M1 wires:
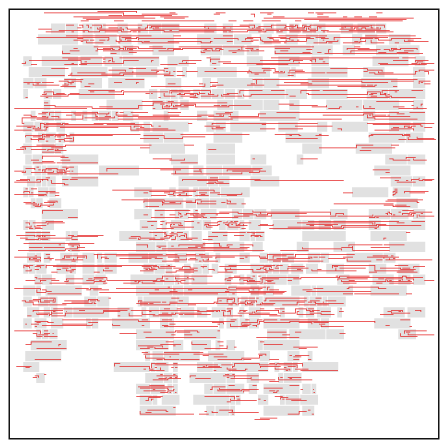
Met2 routing:
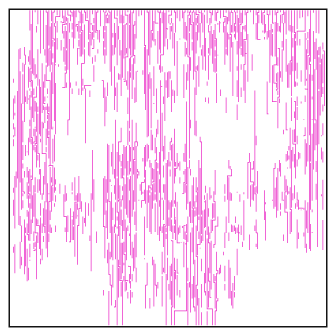
Signal wires on met3:
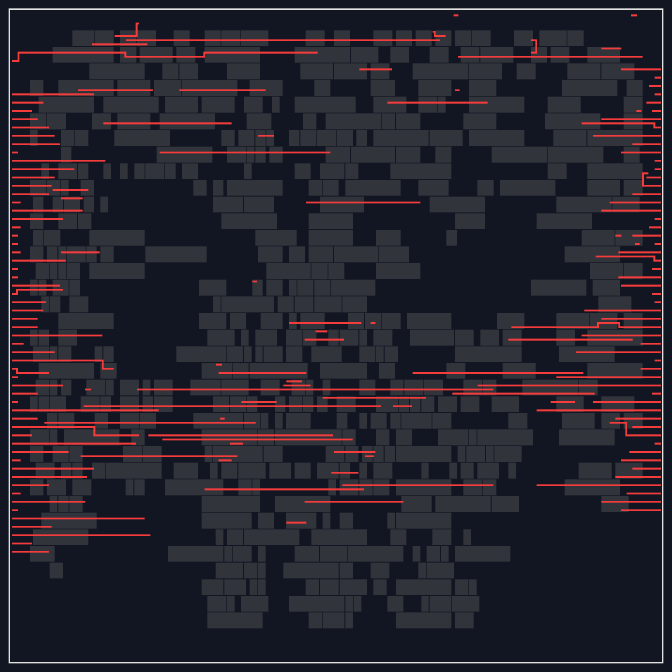
The metal 4 layer:
Bar = 20 um.
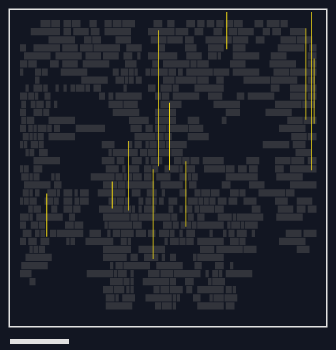
Routing congestion:
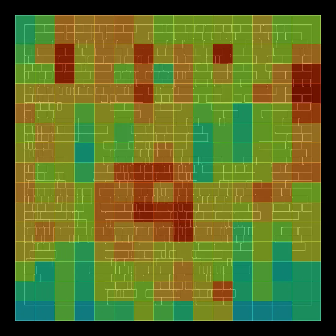
### config.mk
export PLATFORM = sky130hd
export DESIGN_NAME = cdb_arbiter
export DESIGN_NICKNAME = d
export VERILOG_FILES = /design/src/rtl/cdb_arbiter_pkg.sv /design/src/rtl/cdb_arbiter_rr_picker.sv /design/src/rtl/cdb_arbiter.sv
export SDC_FILE = /design/constraint.sdc
export NUM_CORES = 1
export LEC_CHECK = 0
export CAP_MARGIN = 10
export CORE_MARGIN = 3
export CORE_UTILIZATION = 45
export CTS_CLUSTER_DIAMETER = 40
export DETAILED_ROUTE_END_ITERATION = 7
export DONT_BUFFER_PORTS = 1
export GPL_TIMING_DRIVEN = 1
export PLACE_DENSITY = 0.7
export SYNTH_ARGS = -nofsm -noshare
export SYNTH_HDL_FRONTEND = slang
export SYNTH_SLANG_ARGS = --single-unit
### constraint.sdc
create_clock -name clk -period 3 [get_ports clk]
set_input_delay 0.3 -clock clk [delete_from_list [all_inputs] [get_ports clk]]
set_output_delay 0.3 -clock clk [all_outputs]
set_load 0.005 [all_outputs]
### src/rtl/cdb_arbiter_pkg.sv
// Shared types for the common data bus (CDB) arbiter.
//   cdb_req_t : one execution unit's write-back result (valid, rd_addr, rob_idx, data)
//   cdb_t     : the broadcast seen by the ROB, reservation stations and rename logic
package cdb_arbiter_pkg;

  localparam int CDB_NUM_REQ   = 4;   // 0=ALU, 1=MUL, 2=DIV, 3=LSU
  localparam int CDB_ROB_IDX_W = 5;   // ROB depth 32
  localparam int CDB_REG_W     = 5;
  localparam int CDB_DATA_W    = 32;

  typedef struct packed {
    logic                     valid;
    logic [CDB_REG_W-1:0]     rd_addr;
    logic [CDB_ROB_IDX_W-1:0] rob_idx;
    logic [CDB_DATA_W-1:0]    data;
  } cdb_req_t;

  typedef struct packed {
    logic                     valid;
    logic [CDB_REG_W-1:0]     rd_addr;
    logic [CDB_ROB_IDX_W-1:0] rob_idx;
    logic [CDB_DATA_W-1:0]    data;
  } cdb_t;

endpackage

### src/rtl/cdb_arbiter_rr_picker.sv
// Combinational round-robin picker.
//   req   : request vector, one bit per requester
//   ptr   : index that has first claim this cycle
//   grant : one-hot grant of the first requester found scanning ptr, ptr+1, ... (wrapping),
//           or zero when nothing requests
module cdb_arbiter_rr_picker #(
  parameter int NUM_REQ = 4,
  parameter int PTR_W   = 2
) (
  input  logic [NUM_REQ-1:0] req,
  input  logic [PTR_W-1:0]   ptr,
  output logic [NUM_REQ-1:0] grant
);

  logic             found;
  logic [PTR_W-1:0] idx;

  always_comb begin
    grant = '0;
    found = 1'b0;
    idx   = '0;
    for (int i = 0; i < NUM_REQ; i++) begin
      idx = PTR_W'((int'(ptr) + i) % NUM_REQ);
      if (!found && req[idx]) begin
        grant[idx] = 1'b1;
        found      = 1'b1;
      end
    end
  end

endmodule

### src/rtl/cdb_arbiter.sv
// CDB arbiter: picks at most one execution-unit result per cycle and drives it onto a
// registered broadcast bus. Priority: starved unit, then the result for the ROB head,
// then round-robin among the rest.
//   clk, rst      : clock; asynchronous active-low reset
//   req_i         : per-unit result (valid, rd_addr, rob_idx, data)
//   req_ready_o   : per-unit one-hot grant (combinational); transfer on valid && ready
//   rob_head_i    : current ROB head index
//   flush_i       : kills this cycle's arbitration and clears fairness state
//   cdbus         : registered broadcast, valid for exactly one cycle per grant
//   starve_flag_o : per-unit, high while its wait counter has reached STARVE_LIM
module cdb_arbiter
  import cdb_arbiter_pkg::*;
#(
  parameter int NUM_REQ    = CDB_NUM_REQ,
  parameter int STARVE_LIM = 8,
  parameter int ROB_IDX_W  = CDB_ROB_IDX_W
) (
  input  logic                 clk,
  input  logic                 rst,
  input  cdb_req_t             req_i [NUM_REQ],
  output logic [NUM_REQ-1:0]   req_ready_o,
  input  logic [ROB_IDX_W-1:0] rob_head_i,
  input  logic                 flush_i,
  output cdb_t                 cdbus,
  output logic [NUM_REQ-1:0]   starve_flag_o
);

  localparam int PTR_W = (NUM_REQ > 1) ? $clog2(NUM_REQ) : 1;
  localparam int CNT_W = $clog2(STARVE_LIM + 1);

  logic [NUM_REQ-1:0] valid_vec;
  logic [NUM_REQ-1:0] starved_vec;
  logic [NUM_REQ-1:0] head_vec;
  logic [NUM_REQ-1:0] rr_grant;
  logic [NUM_REQ-1:0] grant;
  logic               rr_win;
  logic [PTR_W-1:0]   rr_ptr_reg;
  logic [PTR_W-1:0]   win_idx;
  cdb_req_t           win_req;

  // Isolate the lowest set bit (two's-complement trick).
  function automatic logic [NUM_REQ-1:0] lowest_one(input logic [NUM_REQ-1:0] v);
    return v & (~v + NUM_REQ'(1));
  endfunction

  genvar gi, gj;
  generate
    for (gi = 0; gi < NUM_REQ; gi++) begin : g_unit
      logic [CNT_W-1:0] wait_cnt_reg;

      assign valid_vec[gi]     = req_i[gi].valid;
      assign starve_flag_o[gi] = (wait_cnt_reg >= CNT_W'(STARVE_LIM));
      assign starved_vec[gi]   = valid_vec[gi] && starve_flag_o[gi];
      assign head_vec[gi]      = valid_vec[gi] && (req_i[gi].rob_idx == rob_head_i);

      // Counts consecutive denied cycles; any idle cycle or grant restarts the count.
      always_ff @(posedge clk or negedge rst) begin
        if (!rst) begin
          wait_cnt_reg <= '0;
        end else if (flush_i || !valid_vec[gi] || grant[gi]) begin
          wait_cnt_reg <= '0;
        end else if (wait_cnt_reg < CNT_W'(STARVE_LIM)) begin
          wait_cnt_reg <= wait_cnt_reg + CNT_W'(1);
        end
      end

      // Stimulus sanity: a waiting result must not change under the arbiter.
      assert property (@(posedge clk) disable iff (!rst)
        (req_i[gi].valid && !req_ready_o[gi] && !flush_i) |=> (req_i[gi] == $past(req_i[gi])));

      for (gj = gi + 1; gj < NUM_REQ; gj++) begin : g_pair
        assert property (@(posedge clk) disable iff (!rst)
          !(req_i[gi].valid && req_i[gj].valid && (req_i[gi].rob_idx == req_i[gj].rob_idx)));
      end
    end
  endgenerate

  cdb_arbiter_rr_picker #(
    .NUM_REQ (NUM_REQ),
    .PTR_W   (PTR_W)
  ) u_rr_picker (
    .req   (valid_vec),
    .ptr   (rr_ptr_reg),
    .grant (rr_grant)
  );

  // Ready is forced low while in reset so nothing is handed over during that window.
  always_comb begin
    grant  = '0;
    rr_win = 1'b0;
    if (rst && !flush_i) begin
      if (|starved_vec) begin
        grant = lowest_one(starved_vec);
      end else if (|head_vec) begin
        grant = lowest_one(head_vec);
      end else begin
        grant  = rr_grant;
        rr_win = |rr_grant;
      end
    end
  end

  assign req_ready_o = grant;

  always_comb begin
    win_idx = '0;
    for (int i = 0; i < NUM_REQ; i++) begin
      if (grant[i]) win_idx = PTR_W'(i);
    end
    win_req = req_i[win_idx];
  end

  // Only a round-robin win moves the pointer; override grants must not disturb fairness.
  always_ff @(posedge clk or negedge rst) begin
    if (!rst) begin
      rr_ptr_reg <= '0;
    end else if (flush_i) begin
      rr_ptr_reg <= '0;
    end else if (rr_win) begin
      rr_ptr_reg <= PTR_W'((int'(win_idx) + 1) % NUM_REQ);
    end
  end

  // Payload fields hold between grants; only valid pulses.
  always_ff @(posedge clk or negedge rst) begin
    if (!rst) begin
      cdbus <= '0;
    end else begin
      cdbus.valid <= |grant;
      if (|grant) begin
        cdbus.rd_addr <= win_req.rd_addr;
        cdbus.rob_idx <= win_req.rob_idx;
        cdbus.data    <= win_req.data;
      end
    end
  end

endmodule

==> deck_impl_summary.md <==
Key Metrics from the Run

Run status
  • Outcome: finished, violations left
  • Violated checks: setup timing

Clocking
  • CTS tree: yes
  • Root Buffer: clkbuf_8
  • Max Root-Sink Buffers: 2
  • Worst-Skew Late Latency: 0.34 ns
  • TritonCTS buffer count: 9
  • H-tree Lvls: 3

STA
  • Finish-stage setup viols: 47
  • Worst setup margin: -0.167 ns
  • RSZ-0062 raised after global routing: true
  • Fin crit period: 3.17 ns
  • Final Max-Slew Violation Tally: 0
  • Worst-Margin Slew: 0.419 ns
  • Max Freq: 316 MHz

Synthesis
  • Post-synth seq share: 0.335
  • Count leader, synth: dfrtp_1
  • Synth warn: 0
  • Yosys adder share: 0.0385
  • Yosys reg bits: 61
  • Syn_nets: 652
  • Area leader, netlist: dfrtp_1
  • Synthesized area: 4550 sq um
  • Ys cells: 458
  • Post-Synth AOI/OAI Area: 0.337
  • Simple-Gate Area Share: 0.140
  • EDFF count, synth: 0
  • Yosys Chip Area: 4550 sq um

Global routing
  • Vias in the first global route: 3,927
  • Initial antenna violation count: 0

Place
  • Post-DP HPWL: 10,700 um
  • Routability cong.: 0.879
  • PortBufs: 0

Detailed routing
  • Avg Vias per Cell: 6.47
  • Drt drc: 0
  • Initial drt markers: 309

Die
  • Die X: 107 um
  • Ports: 231

Job
  • Maxcap violations: 0
  • OpenROAD warning count: 41

Hold path
  • Worst hold path type: in -> reg

Critical path
  • Crit path max fanout: 6
  • CP startpoint kind: flip-flop
  • CP endpoint kind: output pin
  • Required time of the critical path: 2.70 ns
  • CP Class: reg -> out

Power and ir drop
  • PwrDens: 763 nW/um^2
  • Peak supply drop: 367 uV

Final layout
  • Final #Nets: 677
  • Largest register FFs: 43
Notes on 'M1 wires' above:
share of all routed wire	39%
wire length on this layer	5,970 um
drt total wl: 15,200 um
vias: 4,019
met1 global-route usage: 0.344

Notes on 'met2 routing' above:
main direction	vertical
longest straight run	66.3 um
routing usage on met2: 0.405

Notes on 'signal wires on met3' above:
share of all routed wire	10%
longest straight run	58.0 um
Global Route met3 Usage: 0.0747

Notes on 'the metal 4 layer' above:
nets with wire on the layer	10
main direction	vertical
wire length on this layer	284 um
share of all routed wire	1.9%

Notes on 'routing congestion' above:
fin util: 0.560
Avg WL per Cell: 24.5 um
grt peak-use layer: met2
GR Util All Layers: 0.256

[metal layers]
metal,global-route usage,routed length (um)
met1,0.344,5970
met2,0.405,7430
met3,0.0747,1520
met4,0.0648,283
met5,0,0
[worst max-delay path, cell delays in order, from the launching register on]
cell	delay, ns
dfrtp_2	0.38
inv_2	0.05
ha_4	0.27
mux4_2	0.62
nor4b_4	0.30
buf_4	0.16
a221o_1	0.21
a21oi_2	0.09
nand2b_4	0.17
buf_12	0.14
inv_6	0.05
buf_6	0.08
[repair_timing]
item | CTS | global route
setup buffers | 15 | 3
hold endpoints to repair | 62 | 0
hold buffers | 3 | 0
gates cloned | 5 | 1
setup endpoints to repair | 36 | 57
resized | 18 | 21
pin swaps | 7 | 10
[area by class of cell]
class | instances | area share
clock buffer | 12 | 0.0282
clock inverter | 4 | 0.0128
inverter | 15 | 0.0116
multi-input combinational | 341 | 0.517
sequential | 61 | 0.278
tap | 133 | 0.0303
timing repair buffer | 55 | 0.122
[cell families after synthesis]
| family | after synthesis |
|---|---|
| AND-OR/OR-AND | 169 |
| AND/OR/NAND/NOR | 120 |
| flip-flops | 61 |
| buffers and inverters | 56 |
| XOR/XNOR | 28 |
| adder cells (fa/ha/maj) | 14 |
| multiplexers | 10 |
[metrics by stage]
step                      worst slack (ns)  cells  hold slack (ns)  power (W)  TNS (ns)
after CTS                           -0.123    620            0.127    0.00416     -2.61
after global placement              0.0589    581          0.00641    0.00302         0
final                               -0.167    621            0.141    0.00419     -2.75
after detailed placement           -0.0614    581          0.00636    0.00308    -0.712
after global routing                -0.256    621            0.122    0.00441     -8.81
after floorplan                     0.0401    458          0.00441    0.00265         0
[power breakdown]
part	switching [W]	internal, W
logic	0.000834	0.00106
clock network	0.000338	0.000511
registers	0.000313	0.00113
[cell usage in the layout, fill, tap and decap left out, types with 2 or more instances in the layout]
cell,count
a21o_1,13
a21oi_1,4
a21oi_2,2
a221o_1,2
a22oi_1,17
a22oi_2,14
a2bb2oi_2,29
a31o_1,13
a31oi_1,7
and2_1,2
buf_12,9
buf_16,4
buf_4,28
buf_6,11
bufinv_16,2
clkbuf_8,11
clkinv_2,2
dfrtp_1,59
dfrtp_2,2
dlygate4sd3_1,2
ha_1,13
inv_1,10
inv_2,3
mux2i_1,5
mux4_2,4
nand2_1,37
nand2b_1,27
nand3_1,9
nand3b_1,3
nor2_1,18
nor2_2,4
nor2b_1,5
nor4_1,4
o21ai_0,14
o21ai_1,14
o221ai_1,29
xnor2_1,8
xor2_1,20
[final timing paths]
check,start,endpoint,slack [ns],cells past startpoint
max,rr_ptr_reg[0]$_DFFE_PN0P_,req_ready_o[1],-0.17,11
min,req_i[72],cdbus[29]$_DFFE_PN0P_,0.14,2
max reg2reg,rr_ptr_reg[0]$_DFFE_PN0P_,cdbus[10]$_DFFE_PN0P_,-0.09,13
min reg2reg,g_unit[2].wait_cnt_reg[2]$_DFFE_PN0P_,g_unit[2].wait_cnt_reg[2]$_DFFE_PN0P_,0.56,2
max in group asynchronous,rst,rr_ptr_reg[1]$_DFFE_PN0P_,2.24,2
min in group asynchronous,rst,cdbus[16]$_DFFE_PN0P_,0.49,2
Power and IR drop assume default switching activity.
